[src/rtl/seg7_scan_ctrl.sv]
// rtl/seg7_scan_ctrl.sv - four-digit multiplexed 7-segment scan controller
// Tear-free updates: loads wait in a shadow register until the frame boundary.
module seg7_scan_ctrl #(
  parameter int CLK_DIV = 1000,
  parameter int GAP_CYC = 2
) (
  input  logic        clk,
  input  logic        rst,
  input  logic        load,
  input  logic [15:0] data,
  input  logic [3:0]  dp_in,
  input  logic        blank_lz,
  output logic        ready,
  output logic [6:0]  seg,
  output logic        dp,
  output logic [3:0]  dig
);

  typedef enum logic {ST_GAP, ST_SHOW} state_t;

  localparam logic [15:0] CNT_LAST = 16'(CLK_DIV - 1);
  localparam logic [15:0] CNT_GAP  = 16'(GAP_CYC);

  logic [15:0] cnt_q, cnt_d;
  logic [1:0]  idx_q, idx_d;
  state_t      state_q, state_d;
  logic        wrap, frame_end;

  logic [15:0] disp_data_q, sh_data_q;
  logic [3:0]  disp_dp_q, sh_dp_q;
  logic        disp_blz_q, sh_blz_q;
  logic        pending_q;

  logic [3:0]  nib;
  logic [3:0]  supp;

  function automatic logic [6:0] hex_to_seg(input logic [3:0] n);
    case (n)
      4'h0: hex_to_seg = 7'h7E;
      4'h1: hex_to_seg = 7'h30;
      4'h2: hex_to_seg = 7'h6D;
      4'h3: hex_to_seg = 7'h79;
      4'h4: hex_to_seg = 7'h33;
      4'h5: hex_to_seg = 7'h5B;
      4'h6: hex_to_seg = 7'h5F;
      4'h7: hex_to_seg = 7'h70;
      4'h8: hex_to_seg = 7'h7F;
      4'h9: hex_to_seg = 7'h7B;
      4'hA: hex_to_seg = 7'h77;
      4'hB: hex_to_seg = 7'h1F;
      4'hC: hex_to_seg = 7'h4E;
      4'hD: hex_to_seg = 7'h3D;
      4'hE: hex_to_seg = 7'h4F;
      default: hex_to_seg = 7'h47;
    endcase
  endfunction

  assign ready = ~pending_q;

  // State is registered from the next counter value so it tracks cnt_q exactly.
  always_comb begin
    wrap      = (cnt_q == CNT_LAST);
    frame_end = wrap && (idx_q == 2'd3);
    cnt_d     = wrap ? 16'd0 : cnt_q + 16'd1;
    idx_d     = wrap ? idx_q + 2'd1 : idx_q;
    state_d   = (cnt_d < CNT_GAP) ? ST_GAP : ST_SHOW;
  end

  always_ff @(posedge clk) begin
    if (rst) begin
      cnt_q       <= '0;
      idx_q       <= '0;
      state_q     <= ST_GAP;
      disp_data_q <= '0;
      disp_dp_q   <= '0;
      disp_blz_q  <= 1'b0;
      sh_data_q   <= '0;
      sh_dp_q     <= '0;
      sh_blz_q    <= 1'b0;
      pending_q   <= 1'b0;
    end else begin
      cnt_q   <= cnt_d;
      idx_q   <= idx_d;
      state_q <= state_d;
      // Transfer and accept are exclusive: accept needs pending=0, transfer pending=1.
      if (frame_end && pending_q) begin
        disp_data_q <= sh_data_q;
        disp_dp_q   <= sh_dp_q;
        disp_blz_q  <= sh_blz_q;
        pending_q   <= 1'b0;
      end
      if (load && !pending_q) begin
        sh_data_q <= data;
        sh_dp_q   <= dp_in;
        sh_blz_q  <= blank_lz;
        pending_q <= 1'b1;
      end
    end
  end

  always_comb begin
    nib     = disp_data_q[{idx_q, 2'b00} +: 4];
    supp[3] = disp_blz_q && (disp_data_q[15:12] == 4'h0);
    supp[2] = supp[3] && (disp_data_q[11:8] == 4'h0);
    supp[1] = supp[2] && (disp_data_q[7:4] == 4'h0);
    supp[0] = 1'b0;
    dig = 4'b0000;
    seg = 7'h00;
    dp  = 1'b0;
    if (state_q == ST_SHOW && !supp[idx_q]) begin
      dig = 4'b0001 << idx_q;
      seg = hex_to_seg(nib);
      dp  = disp_dp_q[idx_q];
    end
  end

endmodule
[config.mk]
export PLATFORM = sky130hd
export DESIGN_NAME = seg7_scan_ctrl
export DESIGN_NICKNAME = d
export VERILOG_FILES = /design/src/rtl/seg7_scan_ctrl.sv
export SDC_FILE = /design/constraint.sdc
export NUM_CORES = 1
export LEC_CHECK = 0
export ABC_CLOCK_PERIOD_IN_PS = 3000
export CORE_UTILIZATION = 52
export CTS_BUF_LIST = sky130_fd_sc_hd__clkbuf_2
export CTS_CLUSTER_DIAMETER = 120
export DETAILED_ROUTE_END_ITERATION = 7
export GPL_TIMING_DRIVEN = 0
export MAX_ROUTING_LAYER = met4
export PLACE_DENSITY_LB_ADDON = 0.2
export SETUP_SLACK_MARGIN = 0.5
export SYNTH_ARGS = -nofsm -noshare
export SYNTH_HDL_FRONTEND = slang
export SYNTH_SLANG_ARGS = --single-unit
[constraint.sdc]
create_clock -name clk -period 3 [get_ports clk]
set_clock_uncertainty 0.05 [all_clocks]
set_input_delay 0.3 -clock clk [delete_from_list [all_inputs] [get_ports clk]]
set_output_delay 0.3 -clock clk [all_outputs]
set_load 0.02 [all_outputs]
==> images/sizes.png <==
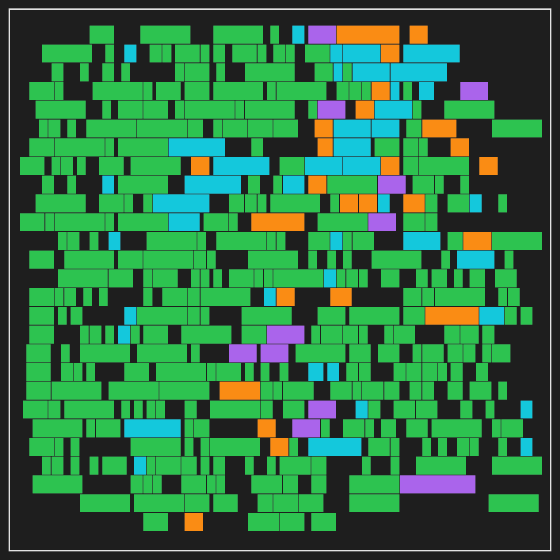
| colour | size | cells | most used |
|---|---|---|---|
| purple | _6 and larger | 11 | buf_6 |
| orange | _3 and _4 cells | 25 | buf_4 |
| green | _0 and _1 cells | 334 | dfxtp_1 |
| cyan | _2 cells | 42 | clkbuf_2 |

==> images/congestion.png <==
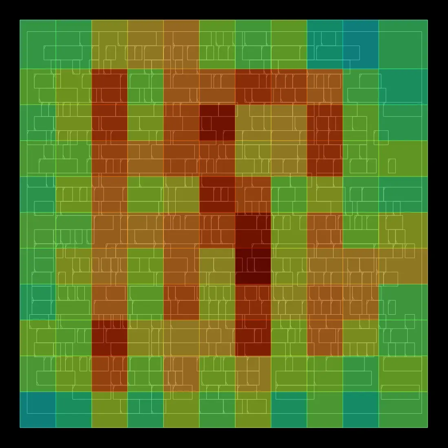
met2 usage in global routing: 0.398
GRT met3 Usage: 0.0512
GRT Util Overall: 0.246

==> impl_results.rst <==
Synthesis and place-and-route
=============================

.. list-table::
   :header-rows: 1

   * - Metric
     - Value
   * - Result of the run
     - complete, no violations
   * - CTS root buf
     - sky130_fd_sc_hd__clkbuf_2
   * - Number of clock sinks
     - 62
   * - Effective utilization at floorplan
     - 0.545
   * - Nets@finish
     - 441
   * - Top area cells in the synthesized netlist
     - sky130_fd_sc_hd__dfxtp_1 (41%), sky130_fd_sc_hd__mux2i_1 (7.3%), sky130_fd_sc_hd__nand2_1 (6.3%)
   * - Via total after detailed routing
     - 2640
   * - Start of the worst register-to-register path
     - cnt_q[0]
   * - Peak clock frequency supported by timing
     - 345 MHz
   * - Switching power of the nets
     - 426 uW
   * - Fraction of the mapped netlist area in simple logic gates
     - 0.230
   * - Antenna violations before repair
     - 0
   * - Fa+ha+maj area frac
     - 0.0412
   * - DIE WIDTH
     - 78.4 microns
   * - Global placement routability congestion
     - 0.846
   * - Number of nets at floorplan
     - 382
   * - Clock tree from TritonCTS
     - yes
   * - Critical Path End Type
     - output pin
   * - Final number of max-transition violations
     - 0
   * - Top-level port count
     - 37
   * - Post-synth EDFFs
     - 0
   * - Top fanout value on the critical path
     - 6
   * - Remaining global-route overflow
     - 0
   * - Antenna diode instance count
     - 0
   * - Antenna viol nets, final
     - 0
   * - Number of input and output port buffers inserted
     - 35
   * - Type of the worst setup path
     - flip-flop to output pin
   * - Cell internal power dissipation
     - 1.12 mW
   * - Area growth, synth to finish
     - 25.1%
   * - P_leak
     - 1.38 nW
   * - Fill cell instance count of the final layout
     - 470
   * - Startpoint class of the critical path
     - flip-flop
   * - Fraction of power spent switching nets
     - 0.275
   * - Clock Tree Buf Depth
     - 2
   * - Total of endpoints with negative setup slack in the final report
     - 0
   * - Flop pwr share
     - 0.555
   * - Max stage delay cell, worst path
     - sky130_fd_sc_hd__mux4_2
   * - Minimum clock period after layout
     - 2.90 ns
   * - PD cells
     - 408 nW/um^2
   * - Largest net degree at the start of global routing
     - 12
   * - Global-route wire length before repair
     - 11100 microns
   * - Buf+Inv Stages, Crit Path
     - 4
   * - Number of cells in the yosys synthesis report
     - 348
   * - Arrival time of data at the critical path endpoint
     - 2.55 ns
   * - Final core occ
     - 0.681
   * - #FFs+latches synth
     - 62
   * - Launch point of the critical path
     - idx_q[0]
   * - Cell area after layout
     - 3800 sq um
   * - Crit share post-route
     - 0.966
   * - Total wirelength of the detailed-routed design
     - 7100 microns
   * - Min-delay worst type
     - input pin to flip-flop
   * - Count of H-tree levels built during CTS
     - 3
   * - End point of the critical path
     - seg[3]
   * - Worst Reg2Reg Path Length in Cells
     - 7
   * - Die y size
     - 78.4 microns
   * - Path length in cells of the critical path
     - 8
   * - Post-DP Area
     - 3480 sq um
   * - RSZ-0062 raised after global routing
     - yes
   * - Final hold violation count
     - 0
   * - Number of warnings in the stage logs
     - 35
   * - Synth mux share
     - 0.117
worst min path at each step:
stage                       start             to  slack, ns  cells after the start
floorplan                blank_lz       sh_blz_q       0.39                      2
global placement       sh_dp_q[1]     sh_dp_q[1]       0.39                      2
detailed placement  sh_data_q[14]  sh_data_q[14]       0.40                      2
CTS                           rst      cnt_q[15]       0.15                      2
global route                  rst      cnt_q[15]       0.17                      2
finish                        rst      cnt_q[15]       0.19                      2
cells in the final DEF, fill, tap and decap left out, types with 5 or more instances in the layout:
master / synthesis / routed
sky130_fd_sc_hd__xor2_1: 5 / 5
sky130_fd_sc_hd__a21oi_1: 23 / 23
sky130_fd_sc_hd__clkbuf_2: 0 / 9
sky130_fd_sc_hd__nand3_1: 11 / 11
sky130_fd_sc_hd__and2_1: 8 / 7
sky130_fd_sc_hd__nor3_1: 9 / 9
sky130_fd_sc_hd__buf_4: 0 / 14
sky130_fd_sc_hd__mux4_2: 6 / 7
sky130_fd_sc_hd__ha_2: 0 / 5
sky130_fd_sc_hd__dfxtp_1: 62 / 61
sky130_fd_sc_hd__clkbuf_1: 15 / 14
sky130_fd_sc_hd__clkdlybuf4s50_1: 0 / 27
sky130_fd_sc_hd__xnor2_1: 12 / 12
sky130_fd_sc_hd__buf_2: 6 / 5
sky130_fd_sc_hd__mux2i_1: 22 / 22
sky130_fd_sc_hd__buf_6: 3 / 9
sky130_fd_sc_hd__inv_1: 11 / 8
sky130_fd_sc_hd__nand2_1: 51 / 51
sky130_fd_sc_hd__nor2_1: 48 / 47
registers in the layout (all words and copies together), names as in the netlist:
signal / count
state_q: 1
sh_data_q: 16
disp_blz_q: 1
disp_data_q: 16
idx_q: 2
disp_dp_q: 4
sh_dp_q: 4
sh_blz_q: 1
cnt_q: 16
pending_q: 1
metrics by stage:
stage	setup WS (ns)	power, mW	TNS (ns)	cells	hold slack [ns]
finish	0.103	1.55	0	484	0.189
global route	-0.0264	1.61	-0.0264	484	0.165
CTS	0.0906	1.55	0	479	0.152
detailed placement	-0.0864	1.06	-0.0927	455	0.400
global placement	-0.0480	1.06	-0.0480	455	0.394
floorplan	0.537	0.974	0	348	0.386
area by class of cell:
cell class / instances / area (sq um) / share of cell area
Sequential cell: 62 / 1240 / 0.327
Multi-Input combinational cell: 252 / 1730 / 0.456
Buffer: 24 / 134 / 0.0353
Timing Repair Buffer: 47 / 443 / 0.117
Clock buffer: 9 / 45.0 / 0.0119
Clock inverter: 7 / 65.1 / 0.0171
Tap cell: 72 / 90.1 / 0.0237
Inverter: 11 / 43.8 / 0.0115
power groups by stage:
stage               combinational, mW  clock (mW)  sequential, mW
global placement                0.181           0           0.876
floorplan                       0.101           0           0.873
finish                          0.188       0.502           0.860
detailed placement              0.184           0           0.877
global route                    0.204       0.546           0.863
CTS                             0.181       0.512           0.860
repair_timing:
item | CTS | global route
gates resized | 52 | 23
hold buffers | 0 | 0
gates cloned | 0 | 1
hold endpoints to repair | 0 | 0
buffers inserted | 8 | 4
endpoints found under the setup margin | 12 | 32
pin swaps | 0 | 2
layer usage:
metal,wire [microns],up-vias,track usage
met1,3260,1254,0.299
met2,3440,60,0.398
li1,-,1318,-
met5,0,-,-
met3,305,8,0.0512
met4,89,0,0.100
No activity file was given, so power comes from the tool's default toggle rates.
